### Metal layers overlaid, run 1

Drawn at 6 px/um.
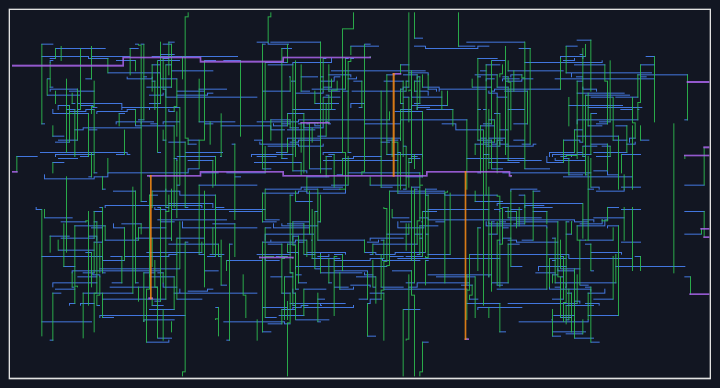
### Clock wiring as the flow saved it, run 1

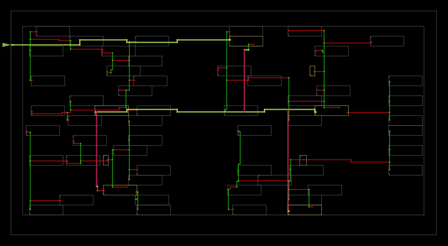
### Gate families picked out, run 1

Drawn at 3 px/um.
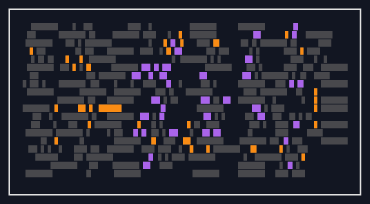
**src/rtl/debounce_pkg.sv**
```systemverilog
// Shared types and helpers for the switch debouncer bank.
// Holds the per-channel state encoding and a width helper.
package debounce_pkg;

    typedef enum logic [1:0] {
        ZERO  = 2'b00,
        WAIT1 = 2'b01,
        ONE   = 2'b11,
        WAIT0 = 2'b10
    } state_t;

    function automatic int clog2(input int value);
        int r;
        r = 0;
        for (int i = 0; i < 31; i++) begin
            if ((1 << i) < value) begin
                r = i + 1;
            end
        end
        return r;
    endfunction

endpackage

```
**src/rtl/debounce_chan.sv**
```systemverilog
// One debouncer channel: synchroniser, qualifying FSM, edge pulses.
// db is bit 1 of the state register, so it cannot glitch.
module debounce_chan
    import debounce_pkg::*;
#(
    parameter int STABLE = 3,
    parameter int SYNC   = 2
) (
    input  logic clk,
    input  logic reset,
    input  logic tick,
    input  logic sw,
    output logic db,
    output logic rise,
    output logic fall
);

    localparam int CW = clog2(STABLE + 1);
    localparam logic [CW-1:0] LAST = CW'(STABLE - 1);

    logic [SYNC-1:0] sync_q;
    logic            sw_s;
    state_t          state;
    logic [CW-1:0]   cnt;

    // Metastability chain; only the last stage feeds the FSM.
    always_ff @(posedge clk or posedge reset) begin
        if (reset) begin
            sync_q <= '0;
        end else begin
            sync_q <= {sync_q[SYNC-2:0], sw};
        end
    end

    assign sw_s = sync_q[SYNC-1];

    // Level qualification; an input reversal aborts before any tick counts.
    always_ff @(posedge clk or posedge reset) begin
        if (reset) begin
            state <= ZERO;
            cnt   <= '0;
            rise  <= 1'b0;
            fall  <= 1'b0;
        end else begin
            rise <= 1'b0;
            fall <= 1'b0;
            unique case (state)
                ZERO: begin
                    if (sw_s) begin
                        state <= WAIT1;
                        cnt   <= '0;
                    end
                end
                WAIT1: begin
                    if (!sw_s) begin
                        state <= ZERO;
                    end else if (tick) begin
                        if (cnt == LAST) begin
                            state <= ONE;
                            rise  <= 1'b1;
                        end else begin
                            cnt <= cnt + 1'b1;
                        end
                    end
                end
                ONE: begin
                    if (!sw_s) begin
                        state <= WAIT0;
                        cnt   <= '0;
                    end
                end
                WAIT0: begin
                    if (sw_s) begin
                        state <= ONE;
                    end else if (tick) begin
                        if (cnt == LAST) begin
                            state <= ZERO;
                            fall  <= 1'b1;
                        end else begin
                            cnt <= cnt + 1'b1;
                        end
                    end
                end
            endcase
        end
    end

    assign db = state[1];

endmodule

```
**src/rtl/debounce_bank.sv**
```systemverilog
// Multi-channel switch debouncer with one shared sample-tick counter.
// fast_tick forces a tick every cycle for bring-up and simulation.
module debounce_bank
    import debounce_pkg::*;
#(
    parameter int CH     = 4,
    parameter int TICK_N = 19,
    parameter int STABLE = 3,
    parameter int SYNC   = 2
) (
    input  logic          clk,
    input  logic          reset,
    input  logic          fast_tick,
    input  logic [CH-1:0] sw,
    output logic [CH-1:0] db,
    output logic [CH-1:0] rise,
    output logic [CH-1:0] fall
);

    logic [TICK_N-1:0] q;
    logic              tick;

    // Free-running prescaler; wraps naturally at all-ones.
    always_ff @(posedge clk or posedge reset) begin
        if (reset) begin
            q <= '0;
        end else begin
            q <= q + 1'b1;
        end
    end

    assign tick = fast_tick | (q == '1);

    for (genvar i = 0; i < CH; i++) begin : g_chan
        debounce_chan #(
            .STABLE (STABLE),
            .SYNC   (SYNC)
        ) u_chan (
            .clk   (clk),
            .reset (reset),
            .tick  (tick),
            .sw    (sw[i]),
            .db    (db[i]),
            .rise  (rise[i]),
            .fall  (fall[i])
        );
    end

endmodule

```
**config.mk**
```make
export PLATFORM = sky130hd
export DESIGN_NAME = debounce_bank
export DESIGN_NICKNAME = d
export VERILOG_FILES = /design/src/rtl/debounce_pkg.sv /design/src/rtl/debounce_chan.sv /design/src/rtl/debounce_bank.sv
export SDC_FILE = /design/constraint.sdc
export NUM_CORES = 1
export LEC_CHECK = 0
export CELL_PAD_IN_SITES_DETAIL_PLACEMENT = 1
export CELL_PAD_IN_SITES_GLOBAL_PLACEMENT = 2
export CORE_ASPECT_RATIO = 0.5
export CORE_MARGIN = 3
export CORE_UTILIZATION = 45
export CTS_CLUSTER_DIAMETER = 80
export DETAILED_ROUTE_END_ITERATION = 10
export DONT_BUFFER_PORTS = 1
export PLACE_DENSITY_LB_ADDON = 0.1
export RECOVER_POWER = 100
export SETUP_SLACK_MARGIN = 0.05
export SYNTH_ARGS = -nofsm -noshare
export SYNTH_HDL_FRONTEND = slang
export SYNTH_SLANG_ARGS = --single-unit
```
**constraint.sdc**
```tcl
create_clock -name clk -period 3.4 [get_ports clk]
set_clock_uncertainty 0.15 [all_clocks]
set_input_delay 0.68 -clock clk [delete_from_list [all_inputs] [get_ports clk]]
set_output_delay 0.68 -clock clk [all_outputs]
set_load 0.03 [all_outputs]
```
==> out/summary.txt, run 1 <==
Hold Path Sink -> g_chan[2].u_chan.sync_q[1]
Worst slew margin -> 0.0950
fraction of the cycle the final worst path needs -> 0.739
capturing point of the worst reg2reg path -> g_chan[1].u_chan.cnt[0]
Buffers excl. clock -> 2
number of pins with negative max-slew slack in the final report -> 0
outcome -> finished, final reports clean
post-layout minimum cycle time -> 2.51 ns
number of multi-input logic gates -> 174
Critical Path Source -> q[0]
number of max-cap violations -> 0
cell types with the largest area share after synthesis -> sky130_fd_sc_hd__dfrtp_1, sky130_fd_sc_hd__ha_1, sky130_fd_sc_hd__xnor2_1
worst-case setup margin in the final layout -> 0.886 ns
number of levels in the clock H-tree -> 2
fraction of the yosys area taken by sequential cells -> 0.464
IO buf count -> 0
post-route insts no fill -> 328
drt pass-1 iters -> 4
per-cell via count in the routed design -> 5.48
critical hold path startpoint -> g_chan[2].u_chan.sync_q[0]
largest net degree at the start of global routing -> 36
share of post-route cells with drive strength above 1 -> 0.0588
io pins -> 19
Logic cell area -> 1260 um2
post-synthesis area per instance -> 10.5 um2
Crit. End Element -> flop
clock slew seen by the registers of the worst setup and hold paths -> 0.06 ns
CP Max Fanout -> 14
register area -> 1280 um2
number of setup buffers added after CTS -> 0
fraction of synthesis flops using an asynchronous set or reset pin -> 1.00
About 'Metal layers overlaid':
green -> met2  # wire length 2560 um
blue -> met1  # wire length 2320 um
orange -> met4  # wire length 65.3 um
purple -> met3  # wire length 151 um
drt total wl: 5090 um
global-route usage over all layers: 0.163
total vias in the final route: 1797
detailed-route wire length per cell: 15.5 um

About 'Clock wiring as the flow saved it':
clk_buf instances: 7
Clock Latency Late Sink: 0.29 ns
number of flip-flops and latches: 51
power attributed to the clock group: 0.479 mW

About 'Gate families picked out':
purple -> inverting AOI/OAI gates  # cells 36
orange -> NOR gates  # cells 31

## run 1: registers in the layout, indices dropped and copies added, names as in the netlist
| signal | flops |
|---|---|
| g_chan.u_chan.state | 8 |
| g_chan.u_chan.sync_q | 8 |
| g_chan.u_chan.fall | 4 |
| q | 19 |
| g_chan.u_chan.cnt | 8 |
| g_chan.u_chan.rise | 4 |
## run 1: per-layer routing
layer	track usage	vias to the layer above	wire, um
met3	0.0510	6	150
met1	0.188	893	2320
li1	-	881	-
met5	0	-	0
met4	0.0490	0	65
met2	0.300	17	2560
## run 1: stage by stage
step           hold slack [ns]  area (um2)
2_1_floorplan            0.181        2750
3_3_place_gp             0.182        2750
3_5_place_dp             0.200        2750
4_1_cts                  0.219        2890
5_1_grt                  0.222        2850
6_report                 0.210        2850
## run 1: worst max-delay path by stage
stage | to | slack (ns) | cells after the start
2_1_floorplan | g_chan[0].u_chan.cnt[0] | 1.34 | 1
3_3_place_gp | g_chan[0].u_chan.cnt[0] | 1.20 | 6
3_5_place_dp | g_chan[0].u_chan.cnt[0] | 1.13 | 6
4_1_cts | g_chan[0].u_chan.cnt[1] | 1.12 | 5
5_1_grt | g_chan[0].u_chan.cnt[0] | 0.67 | 6
6_report | g_chan[1].u_chan.cnt[0] | 0.89 | 6
## run 1: power breakdown
group	switching (mW)	total, mW	internal (mW)
clock	0.207	0.479	0.272
combinational	0.411	0.730	0.319
sequential	0.123	0.817	0.694
total	0.740	2.03	1.29
## run 1: logic make-up (layout without fill, tap and decap cells)
family,count (synthesis),after routing,synth area share
AND-OR/OR-AND,43,43,0.118
adder cells (fa/ha/maj),23,23,0.105
multiplexers,7,7,0.0295
XOR/XNOR,18,18,0.0573
buffers and inverters,37,30,0.0673
AND/OR/NAND/NOR,83,83,0.160
flip-flops,51,51,0.464
--- run 2 (diff from run 1) ---
--- a/config.mk
+++ b/config.mk
@@ -9,7 +9,7 @@
 export CELL_PAD_IN_SITES_GLOBAL_PLACEMENT = 2
 export CORE_ASPECT_RATIO = 0.5
 export CORE_MARGIN = 3
-export CORE_UTILIZATION = 45
+export CORE_UTILIZATION = 37
 export CTS_CLUSTER_DIAMETER = 80
 export DETAILED_ROUTE_END_ITERATION = 10
 export DONT_BUFFER_PORTS = 1
==> constraint.sdc (replaced) <==
create_clock -name clk -period 2.22 [get_ports clk]
set_clock_uncertainty 0.15 [all_clocks]
set_input_delay 0.444 -clock clk [delete_from_list [all_inputs] [get_ports clk]]
set_output_delay 0.444 -clock clk [all_outputs]
set_load 0.03 [all_outputs]
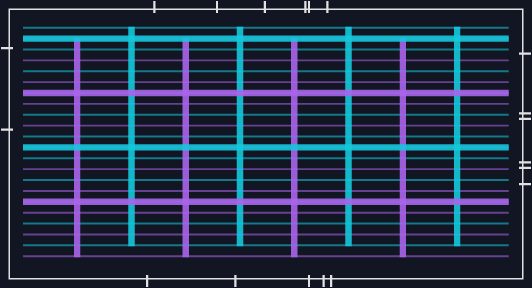
*Supply network, run 2*
Drawn at 4 px/um. Pins as bars on the die edge.
purple -> VSS
cyan -> VDD
rows = 21
met5 straps = 4
signal pins = 19
met1 rails = 22

==> out/summary.txt, run 2 <==
Internal Pwr Total -> 2.04 mW
number of max-cap violations -> 0
number of pins with negative max-slew slack in the final report -> 0
reported net switching power -> 1.14 mW
per-cell via count in the routed design -> 5.11
Clock Latency Late Sink -> 0.29 ns
total vias in the final route -> 1834
Worst slew margin -> 0.370
share of power burned in registers -> 0.376
clock slew seen by the registers of the worst setup and hold paths -> 0.06 ns
largest net degree at the start of global routing -> 29
Crit. End Element -> flop
post-synthesis share of cell area spent on and-or and or-and gates -> 0.118
Top power group -> combinational cells
adder-cell share of the synthesized area -> 0.105
post-synthesis area per instance -> 10.5 um2
CP Max Fanout -> 5
switching share of power -> 0.360
fraction of the yosys area taken by sequential cells -> 0.464
clock share of power -> 0.239
cell types with the largest area share after synthesis -> sky130_fd_sc_hd__dfrtp_1, sky130_fd_sc_hd__ha_1, sky130_fd_sc_hd__xnor2_1
sequential power -> 1.20 mW
IO buf count -> 0
fraction of synthesis flops using an asynchronous set or reset pin -> 1.00
Top non-seq family -> simple AND/OR/NAND/NOR gates
register with the most flip-flops -> q
outcome -> finished, final reports clean
fraction of the cycle the final worst path needs -> 0.920
share of post-route cells with drive strength above 1 -> 0.105
Logic pwr share -> 0.385
post-route cell area -> 3000 um2
io pins -> 19
post-route insts no fill -> 359
power attributed to the clock group -> 0.760 mW
post-layout minimum cycle time -> 2.04 ns
drt pass-1 iters -> 4
dpl cell area -> 2880 um2
Post-Synth XOR/XNOR Area -> 0.0573
number of levels in the clock H-tree -> 2
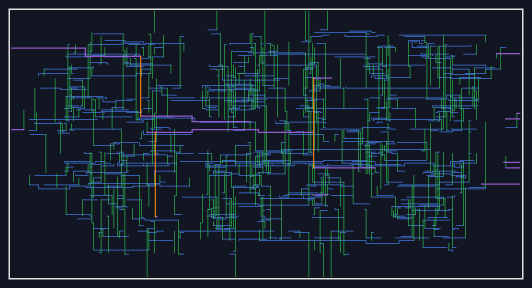
*Metal layers overlaid, run 2*
Drawn at 4 px/um.
blue -> met1  # wire length 2520 um
green -> met2  # wire length 2390 um
purple -> met3  # wire length 159 um
orange -> met4  # wire length 58.5 um

## run 2: critical path, stage by stage, from the launching register on
cell and delay [ns]:
sky130_fd_sc_hd__dfrtp_1 0.41, sky130_fd_sc_hd__ha_1 0.26, sky130_fd_sc_hd__nand3_4 0.11, sky130_fd_sc_hd__nor4_4 0.06, sky130_fd_sc_hd__a21o_2 0.26, sky130_fd_sc_hd__a31oi_1 0.34, sky130_fd_sc_hd__mux2_4 0.33
## run 2: final timing paths
check | from | end | slack, ns | depth (start not counted)
min | sw[0] | g_chan[0].u_chan.sync_q[0] | 0.03 | 0
min reg2reg | g_chan[1].u_chan.sync_q[0] | g_chan[1].u_chan.sync_q[1] | 0.20 | 0
min in group asynchronous | reset | q[7] | 0.66 | 2
max reg2reg | q[0] | g_chan[0].u_chan.state[1] | 0.18 | 6
max | q[0] | g_chan[0].u_chan.state[1] | 0.18 | 6
max in group asynchronous | reset | g_chan[1].u_chan.cnt[1] | 0.59 | 3
## run 2: area by class of cell
| class | count | area (um2) |
|---|---|---|
| clock buffer | 6 | 139 |
| clock inverter | 1 | 5.00 |
| fill | 785 | 3940 |
| inverter | 20 | 75.1 |
| multi-input combinational | 174 | 1280 |
| sequential | 51 | 1280 |
| tap | 92 | 115 |
| timing repair buffer | 15 | 105 |
## run 2: stage by stage
stage	setup slack, ns	hold WS [ns]
after floorplan	0.222	0.181
after global placement	0.125	0.182
after detailed placement	0.0802	0.187
after CTS	0.0625	0.0179
after global routing	0.0531	0.0110
final	0.177	0.0301
## run 2: per-layer routing
| metal | up-vias | track usage | wire [um] |
|---|---|---|---|
| met5 | - | 0 | 0 |
| met2 | 15 | 0.222 | 2390 |
| li1 | 908 | - | - |
| met4 | 0 | 0.0397 | 58 |
| met1 | 904 | 0.165 | 2520 |
| met3 | 7 | 0.0408 | 159 |
--- run 3 (diff from run 2) ---
--- a/config.mk
+++ b/config.mk
@@ -15,7 +15,7 @@
 export DONT_BUFFER_PORTS = 1
 export PLACE_DENSITY_LB_ADDON = 0.1
 export RECOVER_POWER = 100
-export SETUP_SLACK_MARGIN = 0.05
+export SETUP_SLACK_MARGIN = 0.5
 export SYNTH_ARGS = -nofsm -noshare
 export SYNTH_HDL_FRONTEND = slang
 export SYNTH_SLANG_ARGS = --single-unit
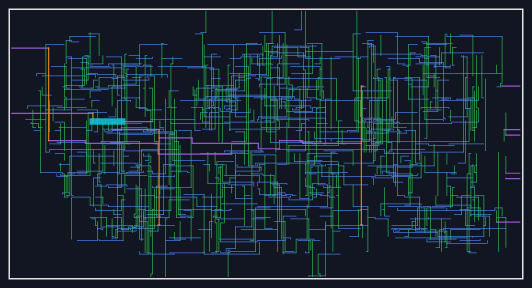
*Metal layers overlaid, run 3*
Drawn at 4 px/um.
green -> met2  # wire length 3320 um
blue -> met1  # wire length 2850 um
purple -> met3  # wire length 177 um
cyan -> met5  # wire length 7.40 um
orange -> met4  # wire length 83.6 um

==> out/summary.txt, run 3 <==
outcome -> finished, final reports clean
share of post-route cells with drive strength above 1 -> 0.373
drt total wl -> 6440 um
clock slew seen by the registers of the worst setup and hold paths -> 0.07 ns
wire length the detailed router placed on met1 -> 2850 um
post-route cell area -> 3670 um2
RR Startpoint -> q[1]
Slowest-stage cell, CP -> sky130_fd_sc_hd__dfrtp_1
met1 capacity usage during global routing -> 0.186
drt pass-1 iters -> 4
share of power burned in registers -> 0.307
cell family with most CP delay -> AND-OR/OR-AND gates
Crit. End Element -> flop
io pins -> 19
Reg2Reg Setup Slack -> 0.22 ns
Worst Setup Slack post-DPL -> 0.163 ns
global-route track usage on met3 -> 0.0448
Logic pwr share -> 0.443
post-layout minimum cycle time -> 2.00 ns
Cell Chain, Critical Path -> ha_1, nand3_1, nor4_4, buf_6, a21o_4, a31oi_4, mux2_4
switching share of power -> 0.364
clock share of power -> 0.250
most utilized layer in the global route result -> met2
dpl cell area -> 2930 um2
fraction of the yosys area taken by sequential cells -> 0.464
per-cell via count in the routed design -> 5.20
Hold Path Cell Cnt -> 0
reported net switching power -> 1.46 mW
IO buf count -> 0
Worst slew margin -> 0.328
CP Max Fanout -> 5
Hold Path Sink -> g_chan[0].u_chan.sync_q[0]
fraction of synthesis flops using an asynchronous set or reset pin -> 1.00
Met2 Routed Length -> 3320 um
global-route usage over all layers -> 0.161
number of flip-flops under the largest register name -> 19
number of cell instances on the worst register-to-register path -> 7
fraction of the cycle the final worst path needs -> 0.900
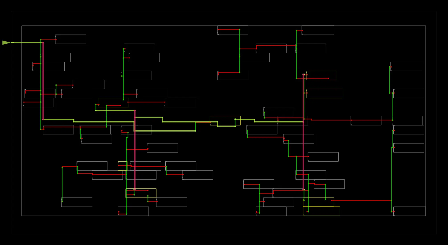
*Clock wiring as the flow saved it, run 3*
number of clock sinks seen by CTS: 51
clk_buf instances: 5
Clock Latency Late Sink: 0.30 ns

## run 3: cell families (layout without fill, tap and decap cells)
group,Yosys count,in the layout,share of synthesized area
buffers and inverters,37,69,0.0673
AND-OR/OR-AND,43,44,0.118
multiplexers,7,7,0.0295
adder cells (fa/ha/maj),23,23,0.105
flip-flops,51,51,0.464
XOR/XNOR,18,18,0.0573
AND/OR/NAND/NOR,83,83,0.160
## run 3: power by group through the flow
stage	sequential, mW	clock, mW	combinational, mW
global placement	1.22	0	1.35
floorplan	1.18	0	1.17
CTS	1.21	1.03	1.63
finish	1.23	1.00	1.77
global route	1.25	1.07	1.99
detailed placement	1.23	0	1.40
## run 3: area by class of cell
class | instances | area [um2] | area share
Multi-Input combinational cell | 175 | 1660 | 0.453
Clock buffer | 5 | 125 | 0.0341
Tap cell | 92 | 115 | 0.0314
Sequential cell | 51 | 1280 | 0.350
Timing Repair Buffer | 41 | 338 | 0.0921
Clock inverter | 3 | 67.6 | 0.0184
Inverter | 20 | 78.8 | 0.0215
## run 3: how the worst max path moves through the flow
stage | cells after the start | slack [ns] | from | to
2_1_floorplan | 6 | 0.40 | g_chan[0].u_chan.state[1] | g_chan[0].u_chan.state[1]
3_3_place_gp | 5 | 0.24 | q[4] | g_chan[0].u_chan.cnt[0]
3_5_place_dp | 5 | 0.16 | q[10] | g_chan[0].u_chan.cnt[0]
4_1_cts | 5 | 0.29 | g_chan[0].u_chan.state[1] | g_chan[0].u_chan.cnt[1]
5_1_grt | 7 | 0.17 | q[1] | g_chan[0].u_chan.state[1]
6_report | 7 | 0.22 | q[1] | g_chan[0].u_chan.state[1]
## run 3: per-stage QoR
stage               power, mW  hold slack (ns)
floorplan                2.35            0.181
global placement         2.57            0.182
detailed placement       2.63            0.196
CTS                      3.88          0.00802
global route             4.32          0.00326
finish                   4.00           0.0177

==> gallery <==
Clock network drawn from the DEF.
Drawn at 3 px/um.
picture 1
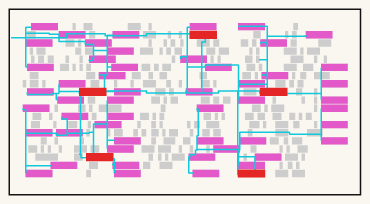
picture 2
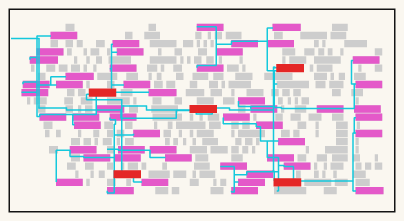
picture 3
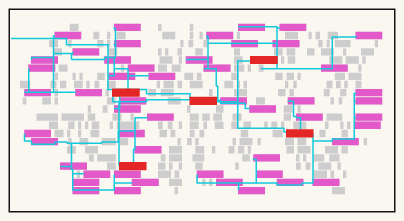
- smallest die: picture 1
- run 1 = picture 1
- run 3 = picture 2
- run 2 = picture 3

Key to picture 1:
magenta -> flip-flops  # count 51
red -> cells driving clock nets  # count 5
cyan -> clock wires  # length 662 um
routed clock nets = 6
flops lie = all over the die

Power figures rest on the tool's default switching activity, not on a simulated workload.
